==> src/rtl/sram_loader_pkg.sv <==
// Shared definitions for the SRAM image loader.
//   LOADER_MAGIC / LOADER_ACK / LOADER_NACK : frame start byte and response codes
//   state_t                                 : loader FSM states
//   resp_byte()                             : response code for a given error flag
package sram_loader_pkg;

  localparam logic [7:0] LOADER_MAGIC = 8'hA5;
  localparam logic [7:0] LOADER_ACK   = 8'h5A;
  localparam logic [7:0] LOADER_NACK  = 8'hEE;

  typedef enum logic [2:0] {
    IDLE,
    ADDR,
    LEN,
    DATA,
    WR,
    CSUM,
    RESP
  } state_t;

  function automatic logic [7:0] resp_byte(input logic err);
    return err ? LOADER_NACK : LOADER_ACK;
  endfunction

endpackage

==> src/rtl/sram_image_loader.sv <==
// Runtime SRAM image loader.
// Parses frames  A5 | addr[31:0] LE | len[31:0] LE | payload | csum  from an RX
// byte stream, packs payload bytes into byte-strobed 64-bit SRAM writes and
// answers ACK (0x5A) or NACK (0xEE) on a TX byte stream.
// Ports:
//   i_clk, i_rst                       clock, synchronous active-high reset
//   i_rx_valid/i_rx_data/o_rx_ready    RX byte stream
//   o_tx_valid/o_tx_data/i_tx_ready    TX response byte
//   o_wr_valid/o_wr_addr/o_wr_data/o_wr_strob/i_wr_ready   SRAM write port
//   o_busy   high outside IDLE
//   o_done   one-cycle pulse when the response byte is taken
//   o_err    sticky checksum/range/timeout error, cleared by the next magic byte
// Every output is driven straight from a register.
module sram_image_loader
  import sram_loader_pkg::*;
#(
  parameter int abits       = 18,
  parameter int timeout_cyc = 1000000
) (
  input  logic             i_clk,
  input  logic             i_rst,
  input  logic             i_rx_valid,
  input  logic [7:0]       i_rx_data,
  output logic             o_rx_ready,
  output logic             o_tx_valid,
  output logic [7:0]       o_tx_data,
  input  logic             i_tx_ready,
  output logic             o_wr_valid,
  output logic [abits-1:0] o_wr_addr,
  output logic [63:0]      o_wr_data,
  output logic [7:0]       o_wr_strob,
  input  logic             i_wr_ready,
  output logic             o_busy,
  output logic             o_done,
  output logic             o_err
);

  localparam int               TW       = $clog2(timeout_cyc + 1);
  localparam logic [TW-1:0]    TMO_LAST = TW'(timeout_cyc - 1);
  localparam logic [32:0]      WINDOW   = 33'd1 << abits;

  state_t state_reg, state_next;

  // ptr holds the address while it is being received and then walks through
  // the payload; len holds the length and then counts the bytes still due.
  logic [1:0]       hdr_idx_reg, hdr_idx_next;
  logic [31:0]      ptr_reg, ptr_next;
  logic [31:0]      len_reg, len_next;
  logic [63:0]      word_reg, word_next;
  logic [7:0]       strob_reg, strob_next;
  logic [7:0]       csum_reg, csum_next;
  logic             range_err_reg, range_err_next;
  logic             err_reg, err_next;
  logic [TW-1:0]    tmo_reg, tmo_next;

  logic             rx_ready_reg, rx_ready_next;
  logic             tx_valid_reg, tx_valid_next;
  logic [7:0]       tx_data_reg, tx_data_next;
  logic             wr_valid_reg, wr_valid_next;
  logic [abits-1:0] wr_addr_reg, wr_addr_next;
  logic [63:0]      wr_data_reg, wr_data_next;
  logic [7:0]       wr_strob_reg, wr_strob_next;
  logic             busy_reg, busy_next;
  logic             done_reg, done_next;

  logic             rx_accept;
  logic             counting;
  logic             timeout;
  logic [2:0]       lane;
  logic             last_byte;
  logic [31:0]      len_full;
  logic [32:0]      end_sum;
  logic             range_bad;
  logic             csum_bad;
  logic [63:0]      word_merge;
  logic [7:0]       strob_merge;

  assign rx_accept = i_rx_valid & rx_ready_reg;
  assign counting  = (state_reg == ADDR) || (state_reg == LEN) ||
                     (state_reg == DATA) || (state_reg == CSUM);
  assign lane      = ptr_reg[2:0];
  assign last_byte = (len_reg == 32'd1);
  assign csum_bad  = (i_rx_data != csum_reg);

  // Range check on the final length byte: 33-bit sum so a huge length
  // cannot wrap back into the window.
  assign len_full  = {i_rx_data, len_reg[31:8]};
  assign end_sum   = {1'b0, ptr_reg} + {1'b0, len_full};
  assign range_bad = (end_sum > WINDOW) || ((ptr_reg >> abits) != 32'd0);

  // Merge the incoming byte into the lane selected by the low pointer bits.
  generate
    for (genvar gi = 0; gi < 8; gi++) begin : g_lane
      assign word_merge[gi*8 +: 8] = (lane == 3'(gi)) ? i_rx_data : word_reg[gi*8 +: 8];
      assign strob_merge[gi]       = (lane == 3'(gi)) | strob_reg[gi];
    end
  endgenerate

  always_comb begin
    state_next     = state_reg;
    hdr_idx_next   = hdr_idx_reg;
    ptr_next       = ptr_reg;
    len_next       = len_reg;
    word_next      = word_reg;
    strob_next     = strob_reg;
    csum_next      = csum_reg;
    range_err_next = range_err_reg;
    err_next       = err_reg;
    tmo_next       = '0;
    wr_addr_next   = wr_addr_reg;
    wr_data_next   = wr_data_reg;
    wr_strob_next  = wr_strob_reg;
    tx_data_next   = tx_data_reg;
    timeout        = 1'b0;

    // An accepted byte always restarts the idle counter, even in the cycle
    // the counter would otherwise expire.
    if (counting && !rx_accept) begin
      if (tmo_reg == TMO_LAST) timeout = 1'b1;
      else                     tmo_next = tmo_reg + 1'b1;
    end

    case (state_reg)
      IDLE: begin
        if (rx_accept && (i_rx_data == LOADER_MAGIC)) begin
          state_next     = ADDR;
          hdr_idx_next   = 2'd0;
          ptr_next       = '0;
          len_next       = '0;
          word_next      = '0;
          strob_next     = '0;
          csum_next      = '0;
          range_err_next = 1'b0;
          err_next       = 1'b0;
        end
      end
      ADDR: begin
        if (rx_accept) begin
          ptr_next     = {i_rx_data, ptr_reg[31:8]};
          hdr_idx_next = hdr_idx_reg + 2'd1;
          if (hdr_idx_reg == 2'd3) state_next = LEN;
        end
      end
      LEN: begin
        if (rx_accept) begin
          len_next     = len_full;
          hdr_idx_next = hdr_idx_reg + 2'd1;
          if (hdr_idx_reg == 2'd3) begin
            if (range_bad) begin
              range_err_next = 1'b1;
              err_next       = 1'b1;
            end
            state_next = (len_full == 32'd0) ? CSUM : DATA;
          end
        end
      end
      DATA: begin
        if (rx_accept) begin
          ptr_next  = ptr_reg + 32'd1;
          len_next  = len_reg - 32'd1;
          csum_next = csum_reg + i_rx_data;
          if (range_err_reg) begin
            // Out-of-window frame: swallow the payload without writing.
            if (last_byte) state_next = CSUM;
          end else if ((lane == 3'd7) || last_byte) begin
            wr_addr_next  = {ptr_reg[abits-1:3], 3'b000};
            wr_data_next  = word_merge;
            wr_strob_next = strob_merge;
            word_next     = '0;
            strob_next    = '0;
            state_next    = WR;
          end else begin
            word_next  = word_merge;
            strob_next = strob_merge;
          end
        end
      end
      WR: begin
        if (wr_valid_reg && i_wr_ready)
          state_next = (len_reg == 32'd0) ? CSUM : DATA;
      end
      CSUM: begin
        if (rx_accept) begin
          if (csum_bad) err_next = 1'b1;
          tx_data_next = resp_byte(err_reg | csum_bad);
          state_next   = RESP;
        end
      end
      RESP: begin
        if (tx_valid_reg && i_tx_ready) state_next = IDLE;
      end
      default: state_next = IDLE;
    endcase

    // Abort: the partially assembled word is discarded and no response sent.
    if (timeout) begin
      state_next = IDLE;
      err_next   = 1'b1;
      word_next  = '0;
      strob_next = '0;
    end
  end

  // Output handshakes are registered from the next state so they line up
  // with the state they describe without any input-to-output path.
  assign rx_ready_next = (state_next != WR) && (state_next != RESP);
  assign wr_valid_next = (state_next == WR);
  assign tx_valid_next = (state_next == RESP);
  assign busy_next     = (state_next != IDLE);
  assign done_next     = (state_reg == RESP) && tx_valid_reg && i_tx_ready;

  always_ff @(posedge i_clk) begin
    if (i_rst) begin
      state_reg     <= IDLE;
      hdr_idx_reg   <= '0;
      ptr_reg       <= '0;
      len_reg       <= '0;
      word_reg      <= '0;
      strob_reg     <= '0;
      csum_reg      <= '0;
      range_err_reg <= 1'b0;
      err_reg       <= 1'b0;
      tmo_reg       <= '0;
      rx_ready_reg  <= 1'b0;
      tx_valid_reg  <= 1'b0;
      tx_data_reg   <= '0;
      wr_valid_reg  <= 1'b0;
      wr_addr_reg   <= '0;
      wr_data_reg   <= '0;
      wr_strob_reg  <= '0;
      busy_reg      <= 1'b0;
      done_reg      <= 1'b0;
    end else begin
      state_reg     <= state_next;
      hdr_idx_reg   <= hdr_idx_next;
      ptr_reg       <= ptr_next;
      len_reg       <= len_next;
      word_reg      <= word_next;
      strob_reg     <= strob_next;
      csum_reg      <= csum_next;
      range_err_reg <= range_err_next;
      err_reg       <= err_next;
      tmo_reg       <= tmo_next;
      rx_ready_reg  <= rx_ready_next;
      tx_valid_reg  <= tx_valid_next;
      tx_data_reg   <= tx_data_next;
      wr_valid_reg  <= wr_valid_next;
      wr_addr_reg   <= wr_addr_next;
      wr_data_reg   <= wr_data_next;
      wr_strob_reg  <= wr_strob_next;
      busy_reg      <= busy_next;
      done_reg      <= done_next;
    end
  end

  assign o_rx_ready = rx_ready_reg;
  assign o_tx_valid = tx_valid_reg;
  assign o_tx_data  = tx_data_reg;
  assign o_wr_valid = wr_valid_reg;
  assign o_wr_addr  = wr_addr_reg;
  assign o_wr_data  = wr_data_reg;
  assign o_wr_strob = wr_strob_reg;
  assign o_busy     = busy_reg;
  assign o_done     = done_reg;
  assign o_err      = err_reg;

endmodule
==> config.mk <==
export PLATFORM = sky130hd
export DESIGN_NAME = sram_image_loader
export DESIGN_NICKNAME = d
export VERILOG_FILES = /design/src/rtl/sram_loader_pkg.sv /design/src/rtl/sram_image_loader.sv
export SDC_FILE = /design/constraint.sdc
export NUM_CORES = 1
export LEC_CHECK = 0
export ABC_AREA = 1
export CAP_MARGIN = 20
export CELL_PAD_IN_SITES_DETAIL_PLACEMENT = 1
export CELL_PAD_IN_SITES_GLOBAL_PLACEMENT = 2
export CORE_MARGIN = 3
export CORE_UTILIZATION = 30
export DETAILED_ROUTE_END_ITERATION = 7
export PLACE_DENSITY = 0.81
export SLEW_MARGIN = 20
export SYNTH_ARGS = -nofsm -noshare
export SYNTH_HDL_FRONTEND = slang
export SYNTH_SLANG_ARGS = --single-unit
==> constraint.sdc <==
create_clock -name i_clk -period 2.25 [get_ports i_clk]
set_clock_uncertainty 0.05 [all_clocks]
set_input_delay 0.3375 -clock i_clk [delete_from_list [all_inputs] [get_ports i_clk]]
set_output_delay 0.3375 -clock i_clk [all_outputs]
set_load 0.02 [all_outputs]
### Wiring by layer, run 1

Only two layers are drawn.
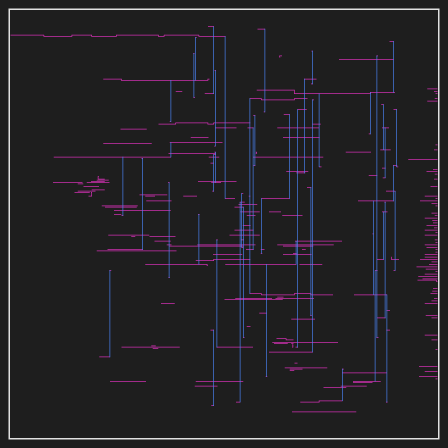
- met3: magenta (wire length 2380 um)
- met4: blue (wire length 2320 um)
Routed Wire Length: 67600 um
total routing resource utilization after global routing: 0.219
wire length per cell: 18.6 um
total number of vias: 18200

### Clock routing, run 1

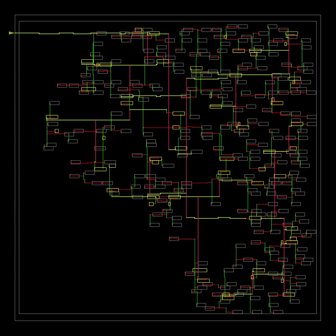
clock network latency to the later pin of the worst-skew pair: 0.54 ns
P_clk: 5.72 mW

==> results.toml, run 1 <==
# generated from flow reports
[worst_setup_path]
cp_common_cell = "sky130_fd_sc_hd__nand2_1"
slowest_stage = "sky130_fd_sc_hd__dfxtp_1"
r2r.worst_path.cells = 17
worstSetupStartpointType = "register"
maximum_single_stage_delay_on_the_critical_path_ns = 0.45
worst-r2r-setup-slack_ns = -0.31
worst-endpoint-arrival_ns = 2.94
largest_driver_fanout_on_the_critical_path = 4
timing.setup.critical_path_class = "reg2reg"
critical_path.cell_chain = "ha_2 > nand2_2 > inv_1 > nand2_1 > nand2_1 > nand2_1 > nand2_1 > inv_1 > nand4_1 > nand2_1 > nand2_1 > inv_1 > nand3_1 > nor2_1 > nand4_1 > nand2_1 > a21oi_1"

[logic_synthesis]
async_flop_share = 0
adder_share = 0.0402
xor_area_frac = 0.0102
post_synth_inst_count = 2511
netlist.area_leader.share = 0.328
syn_area_per_cell_um2 = 6.47
post_synth_and_or_nand_nor_area_fraction = 0.258
netlist_area_um2 = 16300
synth-warning-count = 0
compound_area_frac = 0.219
most_common_cell = "sky130_fd_sc_hd__nand2_1"
synth-seq-cells = 266
ys_sh_mux = 0
area_leaders = "sky130_fd_sc_hd__dfxtp_1 33%, sky130_fd_sc_hd__nand2_1 12%, sky130_fd_sc_hd__inv_1 11%"
yosysTopAreaCell = "sky130_fd_sc_hd__dfxtp_1"
seq_area_frac_synth = 0.328
yosys_area_um2 = 16300
post_synth_most_frequent_cells = "534 x sky130_fd_sc_hd__nand2_1, 466 x sky130_fd_sc_hd__inv_1, 266 x sky130_fd_sc_hd__dfxtp_1"
number_of_flops_mapped_to_enable_cells_by_yosys = 0
main_flop_type_after_synthesis = "sky130_fd_sc_hd__dfxtp_1"
ys_types = 54
post_synth_main_logic_family = "simple AND/OR/NAND/NOR gates"

[detailed_routing]
remaining_drc_errors = 0
first_iter_violations = 941
avgViaCountPerCell = 5.01
drtAntennaViolNets = 0
iteration_tally_of_the_first_detailed_router_pass = 5

[final_layout]
layout_top_cell = "sky130_fd_sc_hd__nand2_1"
final_core_utilization = 0.449
fin_cells = 3632
layout-drive-gt1-share = 0.268
final_design_area_no_fill_um2 = 23800
diodes = 0
commonest_cells_after_routing_fill_and_taps_aside = "507 x sky130_fd_sc_hd__nand2_1, 461 x sky130_fd_sc_hd__inv_1, 293 x sky130_fd_sc_hd__buf_4, 240 x sky130_fd_sc_hd__dfxtp_1, 199 x sky130_fd_sc_hd__nor2_1"
finish.net_count = 2983
layout-area-overhead-vs-synth_pct = 46.5

[sta]
max_slew.worst_pin.slew_ns = 0.899
final_hold_viol_count = 0
hold_slack_ns = 0.199
setup_slack_ns = -0.315
achievable-frequency_mhz = 390
slew_viol_final = 0
timing.final.crit_period_ns = 2.56
report.final.setup_viol = 167
relSlewSlack = 0.401
tns_ns = -15.35
grt_setup_unrepaired = "true"
post-route-period-util = 1.14

[clock_tree]
tritoncts = "done"
cts_buffers = 34
cts.clk_slew.worst_paths_ns = 0.06
ctsHoldBuffers = 0
htree_num_levels = 2
clockRootBuffer = "sky130_fd_sc_hd__clkbuf_16"
cts-root-to-sink-buffers = 3

[pwr]
pwr_density_cell_nw_per_um2 = 463
power.static_leakage_nw = 10.7
max-vdd-ir-drop_mv = 0.330

[place]
global_placer_s_final_weighted_congestion = 0.890
place.detailed.hpwl_um = 48100
buffer_ports.inserted = 112
placed_cells_incl_taps = 3506
placed_area_um2 = 20200
post_place_setup_slack_ns = -0.742

[floorplan]
die_span_in_x_um = 239
die_area_um2 = 57000
design.core.area_um2 = 53100
pin_count = 117
initial_utilization = 0.306
die.size.y_um = 239
floorplan.rows = 84

[global_route]
grt_pass1_wl_um = 99700
grt_max_degree = 64
global_route.usage.met2 = 0.382
grt_overflow_total = 0
grt_util_met1 = 0.279
first_global_vias = 18300
grt_antenna_before_repair = 0
grt_use_met3 = 0.0271

[worst_hold_path]
number_of_cells_on_the_worst_hold_path = 5
hp-class = "in2reg"
hold_path_sink = "tmo_reg[10]"
min_from = "i_rst"

[job]
tool_warnings = 33
maxCapViolations = 0

[run_status]
outcome = "complete, but fails checks"
violations = "setup timing"
### The metal 4 layer, run 1

Bar = 50 um. Cells faint in the background.
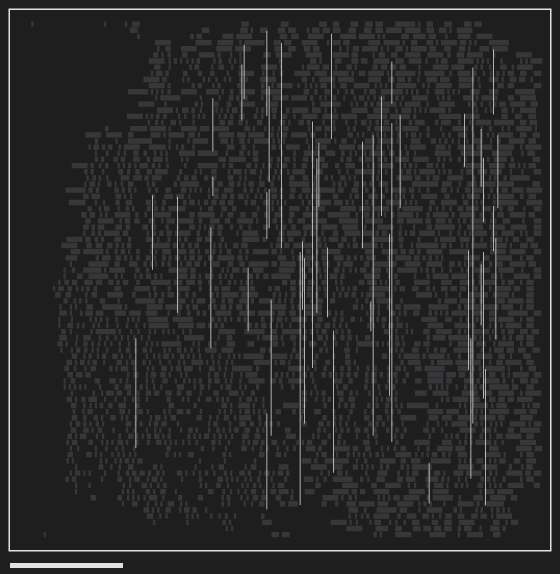
- longest straight run: 157 um
- wire length on this layer: 2320 um

[run 1: per-layer routing]
metal / wire (um) / up-vias
li1: - / 8888
met1: 29700 / 8844
met2: 33100 / 351
met3: 2380 / 111
met4: 2320 / 0
met5: 0 / -
[run 1: cell families (layout without fill, tap and decap cells)]
group,Yosys count,in the layout
AND/OR/NAND/NOR,988,989
AND-OR/OR-AND,598,598
other,1,4
XOR/XNOR,19,19
adder cells (fa/ha/maj),51,51
buffers and inverters,588,1017
flip-flops,266,266
[run 1: cell type report]
type                    instances  area (um2)
repair buffers                480        4770
clock buffers                  52        1030
flip-flops and latches        266        5380
fillers                      6562       29300
multi-input cells            1661        9870
clock inverters                 9         126
well taps                     688         861
inverters                     476        1790
[run 1: critical path: cells and delay by family (launching register included)]
kind                       cells  cell delay [ns]
and+or+nand+nor               12             1.27
DFF                            1             0.45
buffers and inverters          3             0.23
AOI/OAI and AO/OA              1             0.07
adders and majority gates      1             0.36
[run 1: worst max path at each step]
stage / startpoint / end / slack (ns)
final: ptr_reg[15] / range_err_reg / -0.31
after global routing: len_reg[16] / range_err_reg / -0.44
after CTS: ptr_reg[0] / o_err / -0.39
after detailed placement: i_rx_data[5] / range_err_reg / -0.74
after global placement: i_rx_data[5] / o_err / -0.77
after floorplan: ptr_reg[0] / range_err_reg / 0.02
[run 1: where the power goes]
group          switching, mW  total [mW]  internal, mW
clock                   2.22        5.72          3.50
combinational          0.374       0.595         0.221
sequential           0.00350        4.71          4.71
total                   2.60        11.0          8.43
[run 1: repair_timing]
action | CTS | global route
endpoints found under the setup margin | 189 | 234
gates cloned | 6 | 21
pin swaps | 14 | 73
resized | 126 | 344
buffers inserted | 13 | 27
==> run 2: changes to the inputs <==
- CORE_UTILIZATION: 30 -> 32
- DONT_BUFFER_PORTS: default -> 1
- PLACE_DENSITY: 0.81 -> 0.79
- REMOVE_ABC_BUFFERS: default -> 1
### Clock routing, run 2

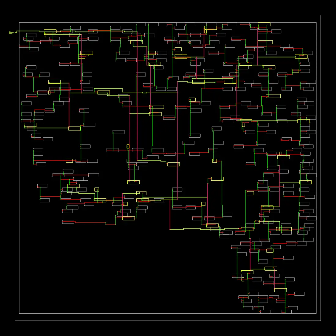
clock network latency to the later pin of the worst-skew pair: 0.57 ns
P_clk: 5.82 mW
number of buffers added by the clock tree synthesis step: 35

==> results.toml, run 2 <==
# generated from flow reports
[run_status]
outcome = "complete, but fails checks"
violations = "hold timing, setup timing"

[global_route]
grt_use_met3 = 0.0377
grt_util_met1 = 0.296
global_route.usage.met2 = 0.402
grt_pass1_wl_um = 99300
grt_antenna_before_repair = 1
grt_overflow_total = 0
first_global_vias = 18200
grt_use_total = 0.233
grt_max_degree = 74

[floorplan]
pin_count = 117
design.core.area_um2 = 49600
die_area_um2 = 53500
die.size.y_um = 231
die_span_in_x_um = 231
floorplan.rows = 81
initial_utilization = 0.328

[worst_setup_path]
critPathTopFamily = "simple AND/OR/NAND/NOR gates"
crit_start = "len_reg[24]"
maximum_single_stage_delay_on_the_critical_path_ns = 0.36
critical_path.cell_chain = "buf_6 > nor2_4 > nand2_2 > nor2_4 > nand2_2 > inv_1 > nand4_1 > nand2_4 > nand3_4 > buf_12 > buf_6 > buf_16 > buf_8 > buf_6 > a21oi_2"
worstSetupStartpointType = "register"
cp_common_cell = "sky130_fd_sc_hd__buf_6"
worst-r2r-setup-slack_ns = -0.22
r2r.worst_path.cells = 15
worst-path-buf-inv = 7
timing.setup.critical_path_class = "reg2reg"
largest_driver_fanout_on_the_critical_path = 6
worst-endpoint-arrival_ns = 2.88

[detailed_routing]
route.vias.total = 17900
top_signal_layer_used = "met5"
wirelength_met1_um = 28900
dr_wl_met2_um = 33200
routedWlPerCell_um = 19.4
iteration_tally_of_the_first_detailed_router_pass = 5
avgViaCountPerCell = 5.15
remaining_drc_errors = 0
route.met3.wl_um = 3320
first_iter_violations = 1065
wirelength_um = 67600

[logic_synthesis]
main_flop_type_after_synthesis = "sky130_fd_sc_hd__dfxtp_1"
synth-warning-count = 0
most_common_cell = "sky130_fd_sc_hd__nand2_1"
netlist_area_um2 = 16300
ys_types = 54
async_flop_share = 0
number_of_flops_mapped_to_enable_cells_by_yosys = 0
netlist.area_leader.share = 0.328
seq_area_frac_synth = 0.328
synth-seq-cells = 266
yosysTopAreaCell = "sky130_fd_sc_hd__dfxtp_1"
post_synth_inst_count = 2511
area_leaders = "sky130_fd_sc_hd__dfxtp_1 33%, sky130_fd_sc_hd__nand2_1 12%, sky130_fd_sc_hd__inv_1 11%"
yosys_area_um2 = 16300
syn_area_per_cell_um2 = 6.47

[sta]
final_hold_viol_count = 1
achievable-frequency_mhz = 405
timing.final.crit_period_ns = 2.47
post-route-period-util = 1.10
setup_slack_ns = -0.217
report.final.setup_viol = 172
grt_setup_unrepaired = "true"
hold_slack_ns = -0.0161
slew_viol_final = 0
relSlewSlack = 0.476

[pwr]
pwr_density_cell_nw_per_um2 = 478
total_power_mw = 11.0
power.static_leakage_nw = 10.3
max-vdd-ir-drop_mv = 0.551

[clock_tree]
tritoncts = "done"
cts-root-to-sink-buffers = 3
cts.clk_slew.worst_paths_ns = 0.06
clockRootBuffer = "sky130_fd_sc_hd__clkbuf_16"
htree_num_levels = 2

[worst_hold_path]
hold_path_sink = "len_reg[25]"
number_of_cells_on_the_worst_hold_path = 2
hp-class = "in2reg"
min_from = "i_rx_data[1]"

[final_layout]
layout-drive-gt1-share = 0.297
fillerInstances = 6074
diodes = 0
finish.net_count = 2855
fin_cells = 3479
layout_top_cell = "sky130_fd_sc_hd__nand2_1"
commonest_cells_after_routing_fill_and_taps_aside = "501 x sky130_fd_sc_hd__nand2_1, 453 x sky130_fd_sc_hd__inv_1, 234 x sky130_fd_sc_hd__buf_4, 228 x sky130_fd_sc_hd__dfxtp_1, 173 x sky130_fd_sc_hd__nor2_1"

[place]
placed_area_um2 = 18600
buffer_ports.inserted = 0
global_placer_s_final_weighted_congestion = 0.917
placed_cells_incl_taps = 3317
place.detailed.hpwl_um = 45700

[job]
tool_warnings = 33
maxCapViolations = 0
### Drive-strength map, run 2

Bar = 50 um.
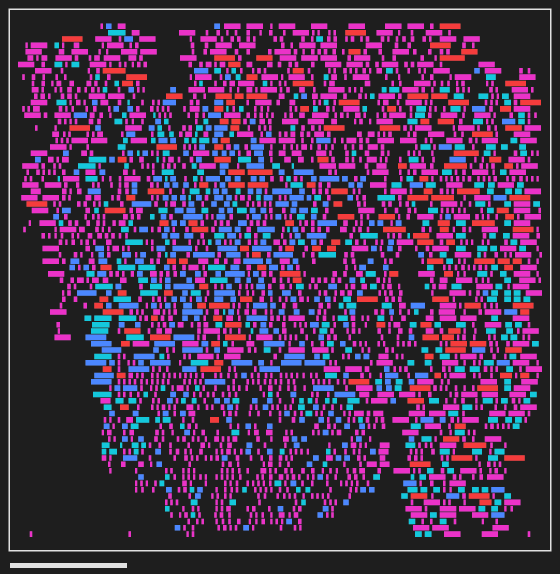
- drive 3 to 4: blue (cells 356; share 13%; most used buf_4)
- drive 1 or less: magenta (cells 1978; share 70%; most used nand2_1)
- drive 2: cyan (cells 322; share 11%; most used a21oi_2)
- drive 6 and up: red (cells 159; share 5.6%; most used buf_6)
area added between synthesis and finish: 41.9%
post-route standard cell area excluding fillers: 23100 um2
PnR worst setup slack: -0.217 ns
number of signal-net buffers in the layout: 351

[run 2: report_power, final]
part | internal, mW | switching [mW] | leakage (nW)
clock | 3.49 | 2.33 | 0.580
sequential | 4.70 | 0.00435 | 2.17
combinational | 0.196 | 0.309 | 7.56
total | 8.38 | 2.64 | 10.3
[run 2: cells by family (layout without fill, tap and decap cells)]
family,count (synthesis),in the layout,share of synthesized area
compound gates,598,598,0.219
flops,266,266,0.328
xor+xnor,19,19,0.0102
fa+ha+maj,51,51,0.0402
buf+inv,588,888,0.145
simple gates,988,989,0.258
other cells,1,4,0.000231
[run 2: timing repair]
action                     CTS  global route
hold buffers                 7             1
buffers inserted            37            52
cloned                       8             6
setup endpoints to repair  171           214
resized                    248           391
pin swaps                   21           104
hold endpoints to repair    69            62
[run 2: per-stage QoR]
stage,TNS [ns],setup slack [ns]
final,-18.09,-0.217
after CTS,-4.89,-0.129
after floorplan,-479.32,-3.19
after global placement,-8.95,-0.310
after global routing,-36.23,-0.319
after detailed placement,-15.26,-0.375
[run 2: worst max path at each step]
stage                    end  slack [ns]  depth (start not counted)
2_1_floorplan  o_wr_addr[10]       -3.19                          8
3_3_place_gp   range_err_reg       -0.31                         14
3_5_place_dp   range_err_reg       -0.37                         14
4_1_cts        o_wr_data[24]       -0.13                         13
5_1_grt        range_err_reg       -0.32                         19
6_report       o_wr_data[17]       -0.22                         15
[run 2: final cells by class]
type                    instances  area [um2]  area share
clock buffers                  48        1000      0.0436
repair buffers                351        3550       0.154
flip-flops and latches        266        5420       0.235
well taps                     664         831      0.0360
clock inverters                13         173     0.00748
inverters                     476        1800      0.0780
multi-input cells            1661       10300       0.446
Power figures rest on the tool's default switching activity, not on a simulated workload.
